**Run 1: routing congestion map**

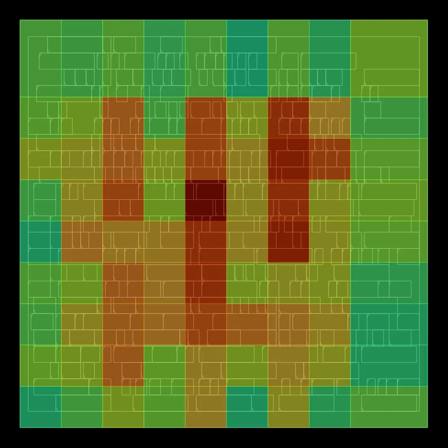
**Run 1: the metal 1 layer**

Bar = 20 um. Supply wires on this layer in gray. Cells faint in the background.
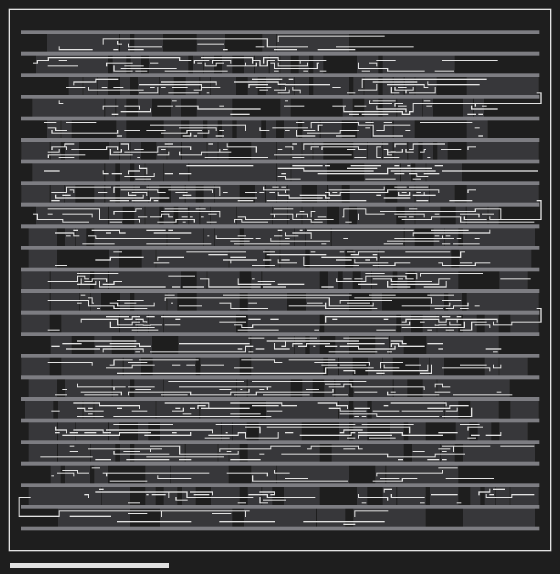
**Run 1: signal wires on met2**

Bar = 20 um. Cells faint in the background.
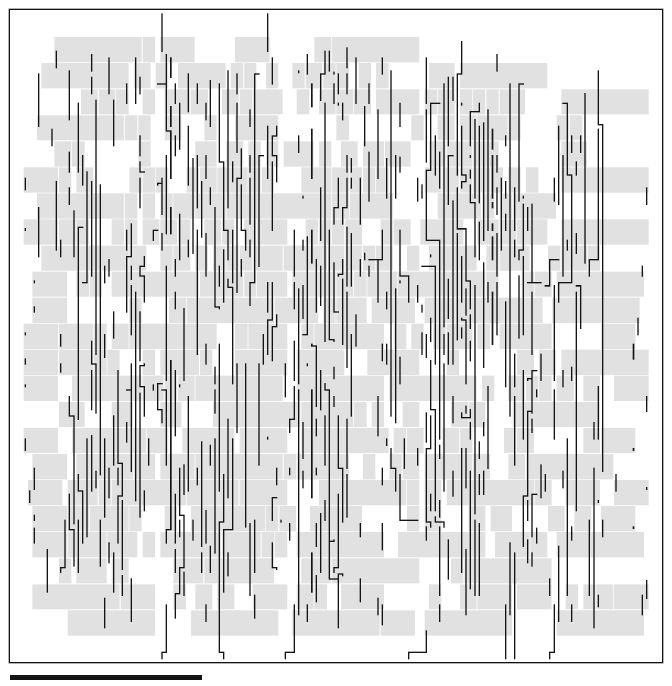
**Run 1: a small window of the routed layout**

Bar = 10 um. Region (14, 0) to (54, 40) um. Cells in gray, sequential cells in the stronger gray; small squares are vias.
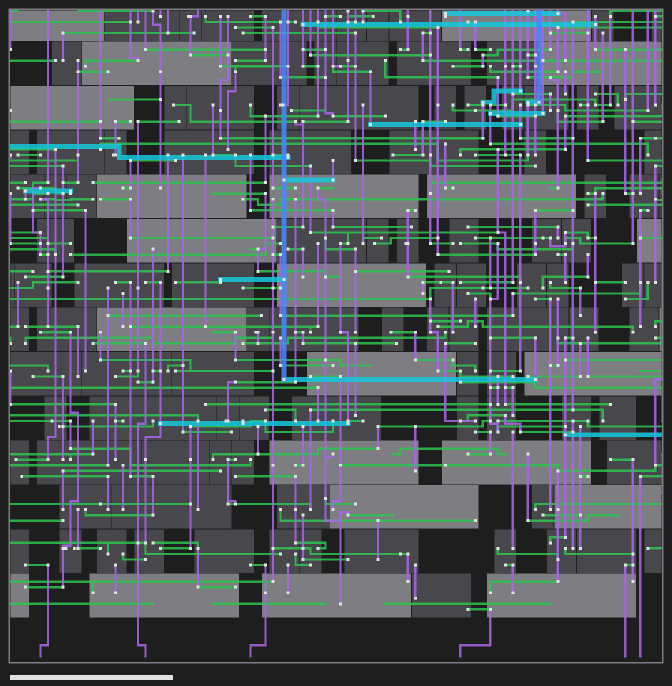
==> config.mk <==
export PLATFORM = sky130hd
export DESIGN_NAME = booth_r4_datapath
export DESIGN_NICKNAME = d
export VERILOG_FILES = /design/src/rtl/booth_r4_pkg.sv /design/src/rtl/booth_r4_addsub.sv /design/src/rtl/booth_r4_datapath.sv
export SDC_FILE = /design/constraint.sdc
export NUM_CORES = 1
export LEC_CHECK = 0
export ABC_AREA = 1
export ABC_CLOCK_PERIOD_IN_PS = 3700
export CORE_UTILIZATION = 60
export DETAILED_ROUTE_END_ITERATION = 10
export HOLD_SLACK_MARGIN = 0.03
export PLACE_DENSITY_LB_ADDON = 0.08
export SLEW_MARGIN = 25
export SYNTH_ARGS = -nofsm -noshare
export SYNTH_HDL_FRONTEND = slang
export SYNTH_SLANG_ARGS = --single-unit
==> constraint.sdc <==
create_clock -name clk -period 3.7 [get_ports clk]
set_input_delay 0.555 -clock clk [delete_from_list [all_inputs] [get_ports clk]]
set_output_delay 0.555 -clock clk [all_outputs]
set_load 0.01 [all_outputs]
==> GITHUB_STEP_SUMMARY, run 1 <==
## Synthesis and layout report

| Metric | Value |
|---|---|
| Status | complete, no violations |
| Post-synth seq share | between 30% and 40% |
| Fp_density | 64.1% |
| Tool warnings | 26 |
| Vias in the first global route | ~1.9k |
| Fin. Hold Viols | 0 |
| Worst-path clk slew | ~0.080 ns |
| Ys async rst share | 100% |
| Overall Power | between 1.5 and 2 mW |
| Grt met3 use | around 5.5% |
| Startpoint type of the worst setup path | input pin |
| # setup viols final | 0 |
| Delay-heaviest family, CP | AND-OR/OR-AND gates |
| H-tree levels | 2 |
| Post-synth top area cell | dfrtp_1 |
| Share of cells above drive strength 1 | between 10 and 15% |
| I/O Pins | 32 |
| Clock network power share | a little under a quarter |
| Most numerous cell in the Yosys netlist | nand2_1 |
| Rows | 23 |
| Syn Std Cell Area | roughly 2600 sq um |
| HP Class | in -> async |
| Worst path slowest cell | clkdlybuf4s50_1 |
| CTS root buf | clkbuf_8 |
| P&R area growth vs syn | 16.2% |
| Synth cell count leaders | 63 x nand2_1, 39 x dfrtp_1, 38 x inv_1, 23 x nand3_1, 21 x o21ai_1 |
| DR WL met3 | between 200 and 300 um |
| Comb power frac | 40.8% |
| WS Path Type | in -> reg |
| Busiest layer in global routing | met2 |
| Area after DPL | roughly 2900 sq um |
| Max FFs per register | 10 |
| # resized after CTS | 0 |
| Yosys reg bits | 39 |
| Sw Ratio | a little under two fifths |
About 'routing congestion map':
post-layout util: 74.5%
met2 Use GR: 41.5%
Routed WL per cell: 14.0 um
GRT Total Usage: 27.4%

About 'the metal 1 layer':
longest straight run	26.2 um
wire length on this layer	2630 um
main direction	horizontal
DRT Wirelength: 5.44 mm
met1 Track Usage GR: 38.9%

About 'signal wires on met2':
longest straight run	36.2 um
wire length on this layer	2450 um
nets with wire on the layer	305
total number of vias: 2171

About 'a small window of the routed layout':
layer	color
metal 1	green
metal 4	blue
metal 2	purple
metal 3	cyan
most frequent	dfrtp_1 (20), o21ai_1 (15), inv_1 (14)
cells with their middle in the window	118
sequential cells in the window	20

==> run 1: stage by stage <==
stage	cells	hold slack, ns
6_report	388	0.365
4_1_cts	388	0.385
5_1_grt	388	0.442
3_3_place_gp	380	0.453
2_1_floorplan	308	0.259
3_5_place_dp	380	0.458
==> run 1: cells by family after synthesis <==
family | count (synthesis) | share of synthesized area, %
AND-OR/OR-AND | 74 | 20.4
XOR/XNOR | 12 | 4.01
adder cells (fa/ha/maj) | 12 | 6.02
buffers and inverters | 54 | 8.98
flip-flops | 39 | 37.3
AND/OR/NAND/NOR | 117 | 23.3
==> run 1: area by class of cell <==
class                   count  area [sq um]
well taps                  50          62.6
flip-flops and latches     39           976
fillers                   314          1040
clock inverters             2          35.0
repair buffers             32           313
clock buffers               6          82.6
inverters                  44           168
multi-input cells         215          1410
==> run 1: power by group through the flow <==
stage	logic, mW	clock network [mW]	registers [mW]
2_1_floorplan	0.459	0	0.607
3_3_place_gp	0.656	0	0.607
3_5_place_dp	0.669	0	0.610
4_1_cts	0.673	0.381	0.601
5_1_grt	0.755	0.399	0.618
6_report	0.673	0.376	0.602
==> run 1: placed cells by master (no fill, tap or decap), types with 2 or more instances in the layout <==
master	count
o21ai_0	16
o221ai_1	4
clkdlybuf4s50_1	30
a21oi_1	9
xnor2_1	3
o21ai_1	21
dfrtp_1	39
nand2_1	63
inv_2	5
nor2_8	2
nand4_1	6
nor2_1	12
nor2_2	2
inv_1	38
o221ai_2	8
o211ai_1	4
nor2_4	3
nand2_4	2
nand4_4	2
nand3_1	23
o21bai_1	3
clkbuf_8	6
ha_1	11
xor2_1	9
==> run 2, diff against run 1 <==
--- a/config.mk
+++ b/config.mk
@@ -6,8 +6,8 @@
 export NUM_CORES = 1
 export LEC_CHECK = 0
 export ABC_AREA = 1
-export ABC_CLOCK_PERIOD_IN_PS = 3700
-export CORE_UTILIZATION = 60
+export ABC_CLOCK_PERIOD_IN_PS = 3100
+export CORE_UTILIZATION = 56
 export DETAILED_ROUTE_END_ITERATION = 10
 export HOLD_SLACK_MARGIN = 0.03
 export PLACE_DENSITY_LB_ADDON = 0.08
==> constraint.sdc (replaced) <==
create_clock -name clk -period 3.1 [get_ports clk]
set_input_delay 0.465 -clock clk [delete_from_list [all_inputs] [get_ports clk]]
set_output_delay 0.465 -clock clk [all_outputs]
set_load 0.01 [all_outputs]
==> run 2 against run 1 <==
  * Combinational power increased by 27%
  * Critical endpoint unchanged
  * First-iteration DRC count decreased by 9.8%
  * Final cell count increased by 3.9%
  * Register-to-register slack worse by 0.58 ns
  * Largest power group unchanged
  * Highest routed layer unchanged
  * Flip-flop count is the same
  * Cell area is 3.3% higher
==> GITHUB_STEP_SUMMARY, run 2 <==
## Synthesis and layout report

| Metric | Value |
|---|---|
| WS Path Type | reg -> reg |
| Top cell area share | approximately 37% |
| Post-synth top area cell | dfrtp_1 |
| Clock network power share | 21.7% |
| Placed insts | about 400 |
| CTS root buf | clkbuf_8 |
| Area fraction in mux cells | 0% |
| Biggest consumer | combinational cells |
| Final WS setup | slightly below 0.5 ns |
| Maximum VDD drop | between 0.0003 and 0.0004 V |
| Post-Synth Simple-Gate Area | 23.3% |
| Sw Ratio | a little under two fifths |
| Total number of vias | 2262 |
| # setup viols final | 0 |
| HP Class | in -> async |
| Status | complete, no violations |
| Most instantiated logic cell after routing | nand2_1 |
| Tool warnings | 26 |
| Non-Filler Instances | approximately 400 |
| Logic family by area | simple AND/OR/NAND/NOR gates |
| Combinational power | ~0.85 mW |
| Syn Std Cell Area | 2620 sq um |
| Fp_density | 59.3% |
| Yosys reg bits | 39 |
| Seq pwr | slightly above 0.7 mW |
| Post-layout util | a little under three quarters |
| Power Clock | 0.435 mW |
| Worst path slowest cell | dfrtp_1 |
| Post-synth seq share | a little under two fifths |
| Synth cell count leaders | 63 x nand2_1, 39 x dfrtp_1, 38 x inv_1, 23 x nand3_1, 21 x o21ai_1 |
| Ys async rst share | 100% |
| Overall Power | about 2 mW |
| Comb power frac | about 43% |
| Share of cells above drive strength 1 | 15.7% |
| Worst-path clk slew | around 0.090 ns |
| DRT iter0 DRCs | between 150 and 200 |
| Fa+ha+maj area frac | under 10% |
| Most numerous cell in the Yosys netlist | nand2_1 |
| Filler cell count | between 300 and 400 |
| Most instantiated logic cells after routing | 63 x nand2_1, 39 x dfrtp_1, 38 x inv_1, 29 x clkdlybuf4s50_1, 23 x nand3_1 |
| Reg2Reg Depth | 18 |
| DRT Wirelength | approximately 5.6 mm |
| Post-synthesis compound-gate area fraction | ~20% |
run 2: cell counts after synthesis:
Identical to the previous run, type by type.
run 2: area by class of cell:
| class | instances | area (sq um) | area share (%) |
|---|---|---|---|
| well taps | 52 | 65.1 | 2.07 |
| inverters | 44 | 168 | 5.33 |
| multi-input cells | 215 | 1410 | 44.8 |
| repair buffers | 45 | 413 | 13.1 |
| flip-flops and latches | 39 | 976 | 31.0 |
| clock buffers | 5 | 68.8 | 2.19 |
| clock inverters | 3 | 46.3 | 1.47 |
run 2: timing repair:
item / CTS / global route
setup endpoints to repair: 0 / 2
gates resized: 0 / 2
endpoints found under the hold margin: 0 / 0
run 2: kinds of logic (layout without fill, tap and decap cells):
family                     Yosys count  in the layout
AOI/OAI and AO/OA                   74             74
xor gates and xnor gates            12             12
adders and majority gates           12             12
buffers and inverters               54             97
DFF                                 39             39
and+or+nand+nor                    117            117
run 2: stage by stage:
stage	hold WS, ns	setup TNS [ns]	instance area (sq um)
global placement	0.455	-0.0451	3030
floorplan	0.169	0	2620
CTS	0.305	0	3140
detailed placement	0.483	-0.128	3030
global route	0.365	0	3140
finish	0.269	0	3140
run 2: per-layer routing:
layer / wire [um] / global-route usage, %
met1: 2670 / 34.0
met2: 2590 / 40.6
met3: 222 / 4.33
met4: 108 / 10.0
met5: 0 / 0
run 2: worst max-delay path, delay by kind of cell (launching register included):
kind	cells	cell delay [ns]
AND-OR/OR-AND	4	0.63
XOR/XNOR	1	0.16
adder cells (fa/ha/maj)	2	0.49
buffers and inverters	4	0.27
flip-flops	1	0.37
AND/OR/NAND/NOR	7	0.59
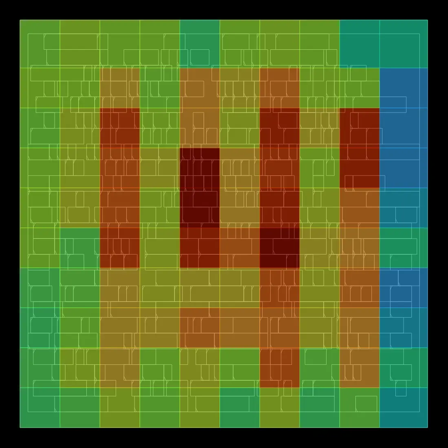
**Above:** run 2 (routing congestion map).
Routed WL per cell: 13.9 um
GRT Total Usage: 25.4%
met2 Use GR: 40.6%

Power figures rest on the tool's default switching activity, not on a simulated workload.
